==> config.mk <==
export PLATFORM = sky130hd
export DESIGN_NAME = act_loader
export DESIGN_NICKNAME = d
export VERILOG_FILES = /design/src/rtl/dnn_pkg.sv /design/src/rtl/act_index_counter.sv /design/src/rtl/act_loader.sv
export SDC_FILE = /design/constraint.sdc
export NUM_CORES = 1
export LEC_CHECK = 0
export ABC_CLOCK_PERIOD_IN_PS = 4700
export CAP_MARGIN = 20
export CORE_UTILIZATION = 35
export DETAILED_ROUTE_END_ITERATION = 7
export HOLD_SLACK_MARGIN = 0.02
export SYNTH_ARGS = -nofsm -noshare
export SYNTH_HDL_FRONTEND = slang
export SYNTH_SLANG_ARGS = --single-unit
==> constraint.sdc <==
create_clock -name clk -period 4.7 [get_ports clk]
set_clock_uncertainty 0.2 [all_clocks]
set_input_delay 1.175 -clock clk [delete_from_list [all_inputs] [get_ports clk]]
set_output_delay 1.175 -clock clk [all_outputs]
set_load 0.01 [all_outputs]
==> src/rtl/dnn_pkg.sv <==
// Shared definitions for the DNN activation path: index width, index slot
// positions and the loader state encoding.
package dnn_pkg;

  // Every activation index is carried as a zero-extended 16-bit value.
  localparam int unsigned IdxWidth = 16;

  // Slot positions inside the three-entry activation index.
  localparam int unsigned IdxX     = 0;
  localparam int unsigned IdxY     = 1;
  localparam int unsigned IdxEntry = 2;

  typedef enum logic [1:0] {
    StIdle = 2'd0,
    StLoad = 2'd1,
    StDone = 2'd2
  } load_state_e;

endpackage

==> src/rtl/act_index_counter.sv <==
// Raster-order x/y/entry counter: x runs fastest, then y, then entry.
// 'last' flags the final position of the whole tensor.
module act_index_counter import dnn_pkg::*; #(
  parameter int unsigned NUM_INPUTS = 1,
  parameter int unsigned INPUT_DIM  = 5
) (
  input  logic                clk,
  input  logic                rst_n,
  input  logic                clear,
  input  logic                step,
  output logic [IdxWidth-1:0] x,
  output logic [IdxWidth-1:0] y,
  output logic [IdxWidth-1:0] entry,
  output logic                last
);

  localparam logic [IdxWidth-1:0] DimMax   = IdxWidth'(INPUT_DIM - 1);
  localparam logic [IdxWidth-1:0] EntryMax = IdxWidth'(NUM_INPUTS - 1);
  localparam logic [IdxWidth-1:0] One      = IdxWidth'(1);

  logic [IdxWidth-1:0] x_q, x_d;
  logic [IdxWidth-1:0] y_q, y_d;
  logic [IdxWidth-1:0] entry_q, entry_d;

  logic x_at_max, y_at_max, entry_at_max;

  assign x_at_max     = (x_q == DimMax);
  assign y_at_max     = (y_q == DimMax);
  assign entry_at_max = (entry_q == EntryMax);

  // Next position: clear wins over step; wraps cascade x -> y -> entry.
  always_comb begin
    x_d     = x_q;
    y_d     = y_q;
    entry_d = entry_q;
    if (clear) begin
      x_d     = '0;
      y_d     = '0;
      entry_d = '0;
    end else if (step) begin
      if (x_at_max) begin
        x_d = '0;
        if (y_at_max) begin
          y_d     = '0;
          entry_d = entry_at_max ? '0 : entry_q + One;
        end else begin
          y_d = y_q + One;
        end
      end else begin
        x_d = x_q + One;
      end
    end
  end

  // Position registers.
  always_ff @(posedge clk or negedge rst_n) begin
    if (!rst_n) begin
      x_q     <= '0;
      y_q     <= '0;
      entry_q <= '0;
    end else begin
      x_q     <= x_d;
      y_q     <= y_d;
      entry_q <= entry_d;
    end
  end

  assign x     = x_q;
  assign y     = y_q;
  assign entry = entry_q;
  assign last  = x_at_max && y_at_max && entry_at_max;

endmodule

==> src/rtl/act_loader.sv <==
// Activation loader: streams NUM_INPUTS*INPUT_DIM*INPUT_DIM words from an
// upstream valid/ready source into the conv-layer activation memory in raster
// order. Optional protocol checker enabled by macro ACT_LOADER_CHECK_EN
// (adds sticky 'err' output).
module act_loader import dnn_pkg::*; #(
  parameter int unsigned NUM_INPUTS = 1,
  parameter int unsigned INPUT_DIM  = 5,
  parameter int unsigned DATA_SIZE  = 64
) (
  input  logic                     clk,
  input  logic                     rst_n,
  input  logic                     start,
  input  logic                     in_valid,
  input  logic [DATA_SIZE-1:0]     in_data,
  output logic                     in_ready,
  output logic                     want_write,
  output logic [DATA_SIZE-1:0]     write_data,
  output logic [2:0][IdxWidth-1:0] in_index_act,
  output logic                     busy,
`ifdef ACT_LOADER_CHECK_EN
  output logic                     done,
  output logic                     err
`else
  output logic                     done
`endif
);

  load_state_e state_q, state_d;

  logic                     accept;
  logic                     cnt_clear;
  logic                     cnt_last;
  logic [IdxWidth-1:0]      cnt_x, cnt_y, cnt_entry;
  logic                     want_write_q;
  logic [DATA_SIZE-1:0]     write_data_q;
  logic [2:0][IdxWidth-1:0] index_q;

  assign accept    = in_valid && (state_q == StLoad);
  // Counters restart only on the IDLE -> LOAD transition.
  assign cnt_clear = (state_q == StIdle) && start;

  act_index_counter #(
    .NUM_INPUTS (NUM_INPUTS),
    .INPUT_DIM  (INPUT_DIM)
  ) u_index_counter (
    .clk   (clk),
    .rst_n (rst_n),
    .clear (cnt_clear),
    .step  (accept),
    .x     (cnt_x),
    .y     (cnt_y),
    .entry (cnt_entry),
    .last  (cnt_last)
  );

  // Next-state logic: start only honoured in IDLE; DONE lasts one cycle.
  always_comb begin
    state_d = state_q;
    unique case (state_q)
      StIdle:  if (start) state_d = StLoad;
      StLoad:  if (accept && cnt_last) state_d = StDone;
      StDone:  state_d = StIdle;
      default: state_d = StIdle;
    endcase
  end

  // State register.
  always_ff @(posedge clk or negedge rst_n) begin
    if (!rst_n) begin
      state_q <= StIdle;
    end else begin
      state_q <= state_d;
    end
  end

  // Write port: data/index only update on an accepted word, so they hold otherwise.
  always_ff @(posedge clk or negedge rst_n) begin
    if (!rst_n) begin
      want_write_q <= 1'b0;
      write_data_q <= '0;
      index_q      <= '0;
    end else begin
      want_write_q <= accept;
      if (accept) begin
        write_data_q      <= in_data;
        index_q[IdxX]     <= cnt_x;
        index_q[IdxY]     <= cnt_y;
        index_q[IdxEntry] <= cnt_entry;
      end
    end
  end

  assign in_ready     = (state_q == StLoad);
  assign busy         = (state_q == StLoad);
  assign done         = (state_q == StDone);
  assign want_write   = want_write_q;
  assign write_data   = write_data_q;
  assign in_index_act = index_q;

`ifdef ACT_LOADER_CHECK_EN
  logic err_q;

  // Sticky protocol error: data offered outside LOAD or start outside IDLE.
  always_ff @(posedge clk or negedge rst_n) begin
    if (!rst_n) begin
      err_q <= 1'b0;
    end else if ((in_valid && (state_q != StLoad)) || (start && (state_q != StIdle))) begin
      err_q <= 1'b1;
    end
  end

  assign err = err_q;
`endif

endmodule

==> impl_metrics.ini, run 1 <==
; yosys + openroad results
[final_layout]
inv_count = 12
regArea_um2 = 4080
comb_share_pct = 28.3
drive_gt1_share_pct = 5.14
layout.nets = 1035
fillCellCount = 1880
flops = 163

[global_routing]
antenna_found_initial = 0

[power]
ir_drop_mv = 0.265
clkPwrFrac_pct = 32.9
leakage_nw = 4.55
pg_seq_mw = 1.86
switching_power_mw = 1.49

[setup_path]
cpMaxStageDelayCell = clkdlybuf4s50_1
r2r-start = u_index_counter.x[7]
cp_cell_sequence = nand2b_1 > inv_1 > clkdlybuf4s50_1

[logic_synthesis]
syn_area_per_cell_um2 = 8.92
top_cell = nand2_1
top_cells_by_area = dfrtp_1 58%, nand2_1 18%, o21ai_0 2.8%
ys_seq_share_pct = 57.9

[outcome]
status = finished clean

[final_timing]
fin_hold_ws_ns = 0.270

[place]
hpwl_um = 11800
placed_cells = 1207

[hold_path]
hold_depth = 2

[drt]
drtPass1Iterations = 7
wl_met1_um = 8360
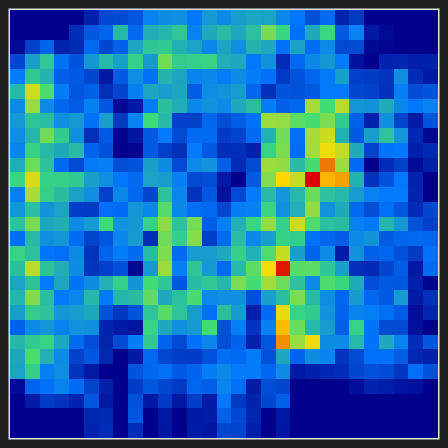
Figure 1: run 1, signal metal coverage by tile.
29 x 29 tiles, from dark blue (low) to red (high), scaled to the fullest tile. Values are wire area over tile area, all layers added.
The fullest tile reaches 0.55. 8.9% of the tiles are over half the peak. The emptiest ninth of the die: lower right. The mean over all tiles is 0.14.

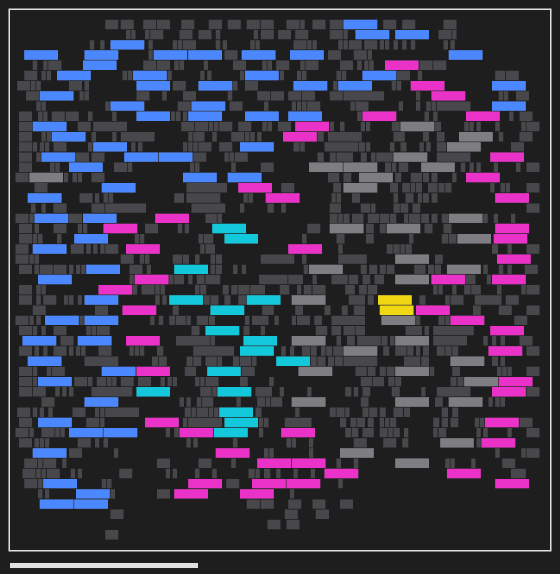
Figure 2: run 1, sequential cells grouped by signal name.
Scale bar: 50 µm. Other sequential cells in the stronger gray, the rest of the logic in the fainter gray.
Key: in_index_act = magenta [flops 48, where all over the die]; state_q = yellow [flops 2]; write_data = blue [flops 64]; u_index_counter.x = cyan [flops 16]
Another 33 sequential cells are not colored.

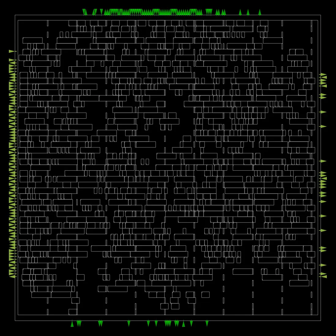
Figure 3: run 1, cell outlines without signal wires.
Tap Count: 265
Core Area: 19600 µm²

Figure 4. Drive-strength map (run 1).
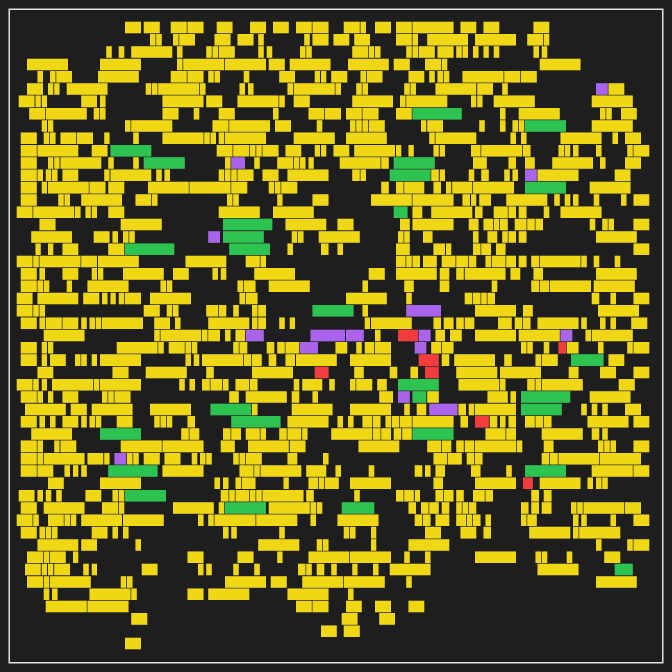

==> inputs of run 2 (changes only) <==
- ABC_CLOCK_PERIOD_IN_PS: 4700 -> 2900
- clock period: 4.7 -> 2.9 ns (I/O delays scaled with it)
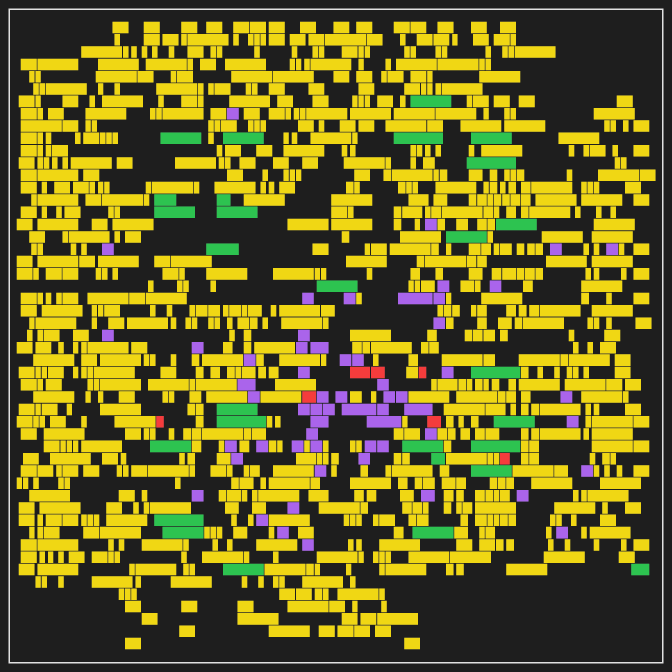
Figure 5: run 2, drive-strength map.
Key: _0 and _1 cells = yellow [cells 923, share 91%]; _6 and larger = green [cells 28, share 2.8%]; _3 and _4 cells = purple [cells 59, share 5.8%]; _2 cells = red [cells 7, share 0.69%]

==> run 2 against run 1 <==
Net effect: total power is 67% higher; register-to-register slack got worse by 1.5 ns; wire length up 2.1%; setup slack worse by 1.4 ns; synthesized cell count stayed put; sequential power increased by 59%; critical path depth grew 6; utilization is 1.7 points higher; largest cell class unchanged.
==> impl_metrics.ini, run 2 <==
; yosys + openroad results
[logic_synthesis]
compound_area_share_pct = 7.61
ys_seq_share_pct = 57.9
syn_area_per_cell_um2 = 8.92
top_cell = nand2_1

[final_layout]
seq_area_share_pct = 40.2
layout.nets = 1078
final_cell_area_um2 = 10100
inv_count = 12
comb_share_pct = 27.5
comb.multi_input.count = 577
flops = 163
fillCellCount = 1867
final_util_pct = 51.8
regArea_um2 = 4080
drive_gt1_share_pct = 9.24

[floorplanning]
coreArea_um2 = 19600
nWellTaps = 265
die_w_um = 144

[clock_network]
clk_path_buf_depth = 2

[place]
placed_cells = 1250
hpwl_um = 13000

[power]
switching_power_mw = 2.47
clkPwrFrac_pct = 32.1
ir_drop_mv = 0.454
leakage_nw = 4.78
pg_seq_mw = 2.96

[final_timing]
relSlewSlack_pct = 55.1
fin_hold_ws_ns = 0.0717

[drt]
wl_met1_um = 8550
drtPass1Iterations = 4

[setup_path]
cpMaxStageDelayCell = or3b_2
cp_cell_sequence = inv_1 > ha_1 > or3b_2 > or4_4 > buf_4 > nor4_4 > buf_4 > a41oi_1 > a31oi_1
r2r-start = u_index_counter.x[0]
path_common_cell = buf_4

[outcome]
status = finished clean

[global_routing]
antenna_found_initial = 0
Figure 6. Sequential cells grouped by signal name (run 2).
Scale bar: 50 µm. Other sequential cells in the stronger gray, the rest of the logic in the fainter gray.
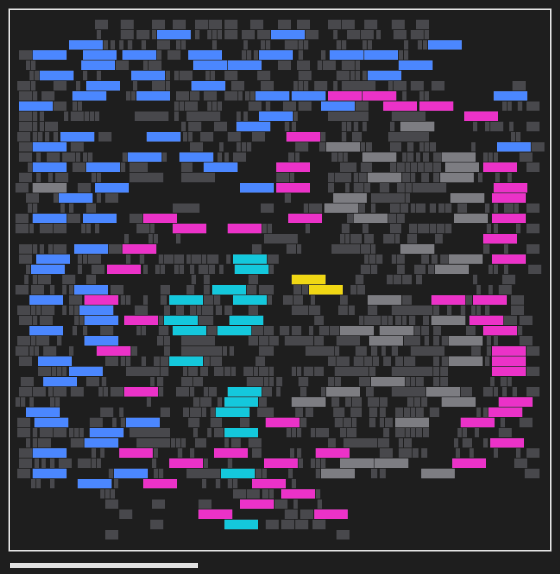

==> inputs of run 3 (changes only) <==
- CORE_MARGIN: not set -> 2
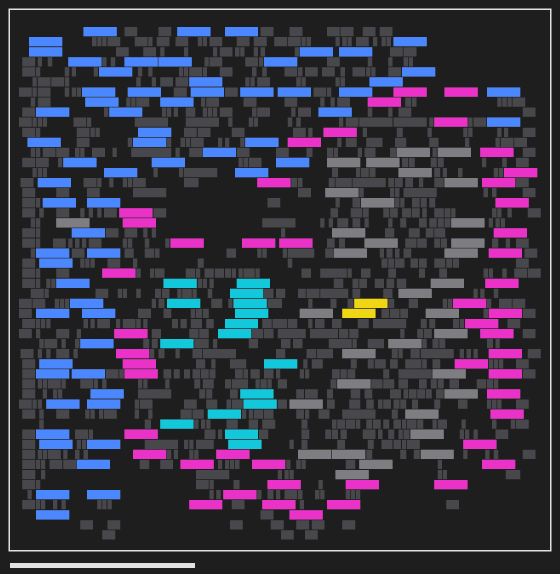
Figure 7: run 3, sequential cells grouped by signal name.
Scale bar: 50 µm. Other sequential cells in the stronger gray, the rest of the logic in the fainter gray.
Key: in_index_act = magenta [flops 48, where all over the die]; write_data = blue [flops 64]; u_index_counter.x = cyan [flops 16]; state_q = yellow [flops 2]
Another 33 sequential cells are not colored.

==> run 3 against run 2 <==
Net effect: largest power group unchanged; sequential power about the same; via count increased by 0.28%; wire length increased by 1.0%; global-route usage decreased by 1.1 points; final cell count decreased by 0.55%; fmax decreased by 1.8%; synthesized cell count unchanged; utilization decreased by 0.74 points; total power decreased by 5.1%; design area decreased by 1.4%; largest cell class unchanged; first-iteration DRC count increased by 9.5%.
==> impl_metrics.ini, run 3 <==
; yosys + openroad results
[setup_path]
cp_cell_sequence = or4_4 > or4_4 > buf_4 > nor4_4 > buf_4 > a41oi_1 > a31oi_1
cpMaxStageDelayCell = or4_4

[final_layout]
drive_gt1_share_pct = 8.81
seq_area_share_pct = 40.8
layout.nets = 1071
fillCellCount = 1881
regArea_um2 = 4080
flops = 163

[final_timing]
fin_hold_ws_ns = 0.0303
relSlewSlack_pct = 53.2

[place]
hpwl_um = 13100

[logic_synthesis]
ys_seq_share_pct = 57.9
compound_area_share_pct = 7.61
syn_area_per_cell_um2 = 8.92

[outcome]
status = finished clean

[floorplanning]
die_w_um = 146

[power]
pg_seq_mw = 2.97
leakage_nw = 4.69
clkPwrFrac_pct = 28.8

[global_routing]
antenna_found_initial = 0
Power figures rest on the tool's default switching activity, not on a simulated workload.
